==> config.mk <==
export PLATFORM = sky130hd
export DESIGN_NAME = cu_fetch_sequencer_flat
export DESIGN_NICKNAME = d
export VERILOG_FILES = /design/src/rtl/cu_fetch_sequencer_if.sv /design/src/rtl/cu_fetch_sequencer.sv /design/src/flat_wrapper.sv
export SDC_FILE = /design/constraint.sdc
export NUM_CORES = 1
export LEC_CHECK = 0
export CAP_MARGIN = 20
export CORE_MARGIN = 2
export CORE_UTILIZATION = 45
export DETAILED_ROUTE_END_ITERATION = 16
export PLACE_DENSITY = 0.8
export SLEW_MARGIN = 20
export SYNTH_ARGS = -nofsm -noshare
export SYNTH_HDL_FRONTEND = slang
export SYNTH_SLANG_ARGS = --single-unit
==> constraint.sdc <==
create_clock -name clk -period 3.6 [get_ports clk]
set_input_delay 0.54 -clock clk [delete_from_list [all_inputs] [get_ports clk]]
set_output_delay 0.54 -clock clk [all_outputs]
set_load 0.05 [all_outputs]
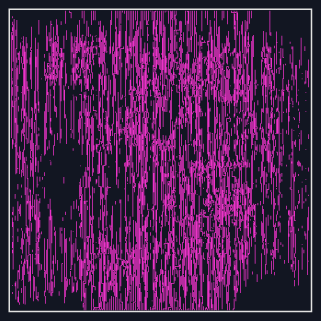
*Signal wires on met2, run 1*
Drawn at 2 px/µm.
longest straight run: 62.7 µm
share of all routed wire: 46%
nets with wire on the layer: 1378
overall routed net length: 37.8 mm
grt met2 use: 52.8%
vias: 10500

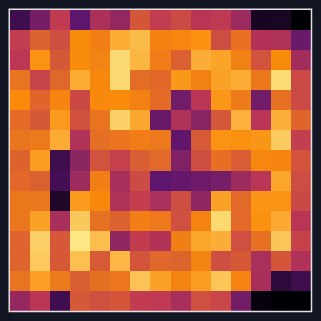
*Placement density heat map, run 1*
Drawn at 2 px/µm. The die is cut into 15 by 15 equal tiles; black is low, pale yellow is high, 0 to 100% covered.
fullest tile: 95%
mean over tiles: 60%
nearly empty tiles: 1.3%
FP Util: 45.9%
Placeable Area: 0.0210 mm²
Final Core Density: 66.4%

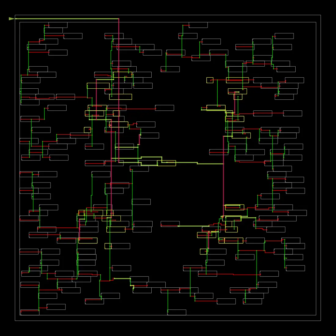
*Clock wiring as the flow saved it, run 1*
Clk power: 0.00200 W
latest clock arrival within the worst-skew pair: 0.44 ns

==> qor.yml, run 1 <==
lay_top_cells: "clkdlybuf4s50_1 (330), dfrtp_1 (171), nand2_1 (146), nor2_1 (83), o21ai_0 (69)"
maxCapViolCount: 0
synth.distinct_cells: 72
synth_adder_area_share_pct: 0.259
synthArstFlopShare_pct: 100
num-multi-input-gates: 808
htreeDepth: 4
status: "finished clean"
syn_avg_cell_area_um2: 9.00
cp.depth: 6
tritoncts: "done"
crit_family: "simple AND/OR/NAND/NOR gates"
grt_max_degree: 78
worstSetupStartpointType: "flop"
chip_area_mm2: 0.0226
routed_via_density: 6.31
final-seq-area_mm2: 0.00428
slowest_delay_ns: 0.75
largestClassByArea: "combinational gates"
synth-seq-cells: 171
overflow: 0
warning_count: 26
antenna_found_initial: 1
cts_buffers: 17
ff_type: "dfrtp_1"
p_sw_share_pct: 47.7
topCellsByArea: "dfrtp_1 (44%), mux2_2 (7.4%), nand2_1 (5.7%), o21ai_0 (3.6%), nor2_1 (3.2%)"
nNonClkBuffers: 369
n_all_inverters: 14
layoutNonFillerInstCount: 1669
p_clk_share_pct: 17.8
post_cts_resized: 0
power_frac_comb_pct: 54.0
grt_pass1_vias: 10200
synth_area_mm2: 0.00965
drc_errors: 0
power-top-group: "combinational cells"
place.gp.congestion: 0.967
met2_length_mm: 17.4
r2r_cells: 6
leakagePower_nw: 5.50
die_w_um: 150
worstPathRequired_ns: 3.97
met1Wirelength_mm: 15.0
clkCellAreaFrac_pct: 4.50
nClkBuffers: 17
fmax_mhz: 310
p_total_w: 0.0113
--- run 2 (diff from run 1) ---
SLEW_MARGIN = unset   (was 20)
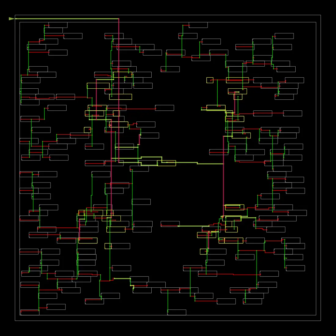
*Clock wiring as the flow saved it, run 2*
clock buffer count: 17
Worst Skew: 0.0109 ns

==> qor.yml, run 2 <==
chip_area_mm2: 0.0226
nNonClkBuffers: 369
synth-seq-cells: 171
r2r_cells: 6
worstSetupStartpointType: "flop"
n_all_inverters: 14
largestClassByArea: "combinational gates"
synth_adder_area_share_pct: 0.259
fmax_mhz: 310
vias: 10500
power-top-group: "combinational cells"
status: "finished clean"
met2_length_mm: 17.4
crit_family: "simple AND/OR/NAND/NOR gates"
synth.distinct_cells: 72
cts_buffers: 17
met1Wirelength_mm: 15.0
drc_errors: 0
clk-power_w: 0.00200
clkCellAreaFrac_pct: 4.50
postLayoutCoreUtil_pct: 66.4
lay_top_cells: "clkdlybuf4s50_1 (330), dfrtp_1 (171), nand2_1 (146), nor2_1 (83), o21ai_0 (69)"
grt_pass1_vias: 10200
htreeDepth: 4
antenna_found_initial: 1
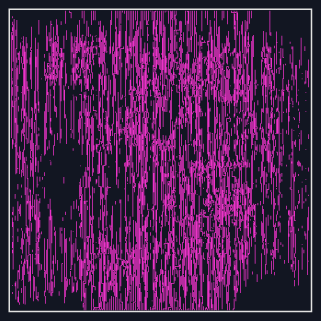
*Signal wires on met2, run 2*
Drawn at 2 px/µm.
wire length on this layer: 17400 µm
main direction: vertical

--- run 3 (diff from run 2) ---
CORE_MARGIN = 10   (was 2)
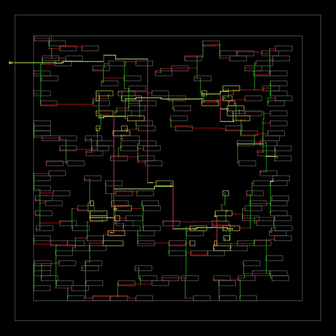
*Clock wiring as the flow saved it, run 3*
Inserted Clock Buffers: 17
clock buffer count: 19
Worst Skew: 0.0143 ns

==> qor.yml, run 3 <==
status: "finished clean"
worstPathRequired_ns: 3.94
num_tap_cells: 275
wl_mm: 41.3
num-multi-input-gates: 808
warning_count: 26
fillers: 1767
worstSetupStartpointType: "flop"
vias: 10400
power-top-group: "combinational cells"
post_cts_resized: 0
clk_latency_ns: 0.44
nNonClkBuffers: 371
design.seq.count: 171
largestClassByArea: "combinational gates"
overflow: 0
leakagePower_nw: 5.50
final-seq-area_mm2: 0.00428
n_all_inverters: 14
p_total_w: 0.0112
lay_top_cells: "clkdlybuf4s50_1 (330), dfrtp_1 (171), nand2_1 (146), nor2_1 (83), o21ai_0 (69)"
globalRouteMet2Util_pct: 43.4
grt_max_degree: 95
power_frac_comb_pct: 54.9
p_sw_share_pct: 48.1
place.gp.congestion: 0.936
edf_count: 0
antenna_found_initial: 6
p_clk_share_pct: 16.7
maxCapViolCount: 0
cp.depth: 6
ff_type: "dfrtp_1"
syn_avg_cell_area_um2: 9.00
routed_via_density: 6.22
met1Wirelength_mm: 16.1
chip_area_mm2: 0.0277
rrSetupSlack_ns: 0.61
synth-seq-cells: 171
grt_pass1_vias: 10400
cts_max_path_buffers: 2
layoutNonFillerInstCount: 1673
synth.distinct_cells: 72
clk-power_w: 0.00187
met2_length_mm: 18.7
tritoncts: "done"
drc_errors: 0
dr.first_iter.drc_count: 1178
die_w_um: 166
clkCellAreaFrac_pct: 4.18
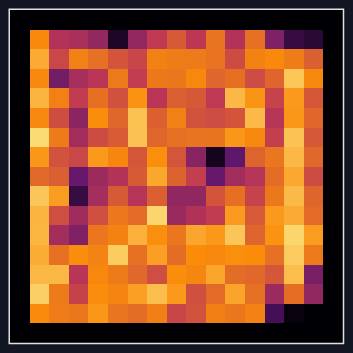
*Placement density heat map, run 3*
Drawn at 2 px/µm. The die is cut into 17 by 17 equal tiles; black is low, pale yellow is high, 0 to 100% covered.
fullest tile: 92%
nearly empty tiles: 23%
mean over tiles: 49%
tiles over 75% full: 19%
FP Util: 45.8%
Final Core Density: 66.2%
Placeable Area: 0.0211 mm²

Power is estimated from default activity; no workload was simulated.
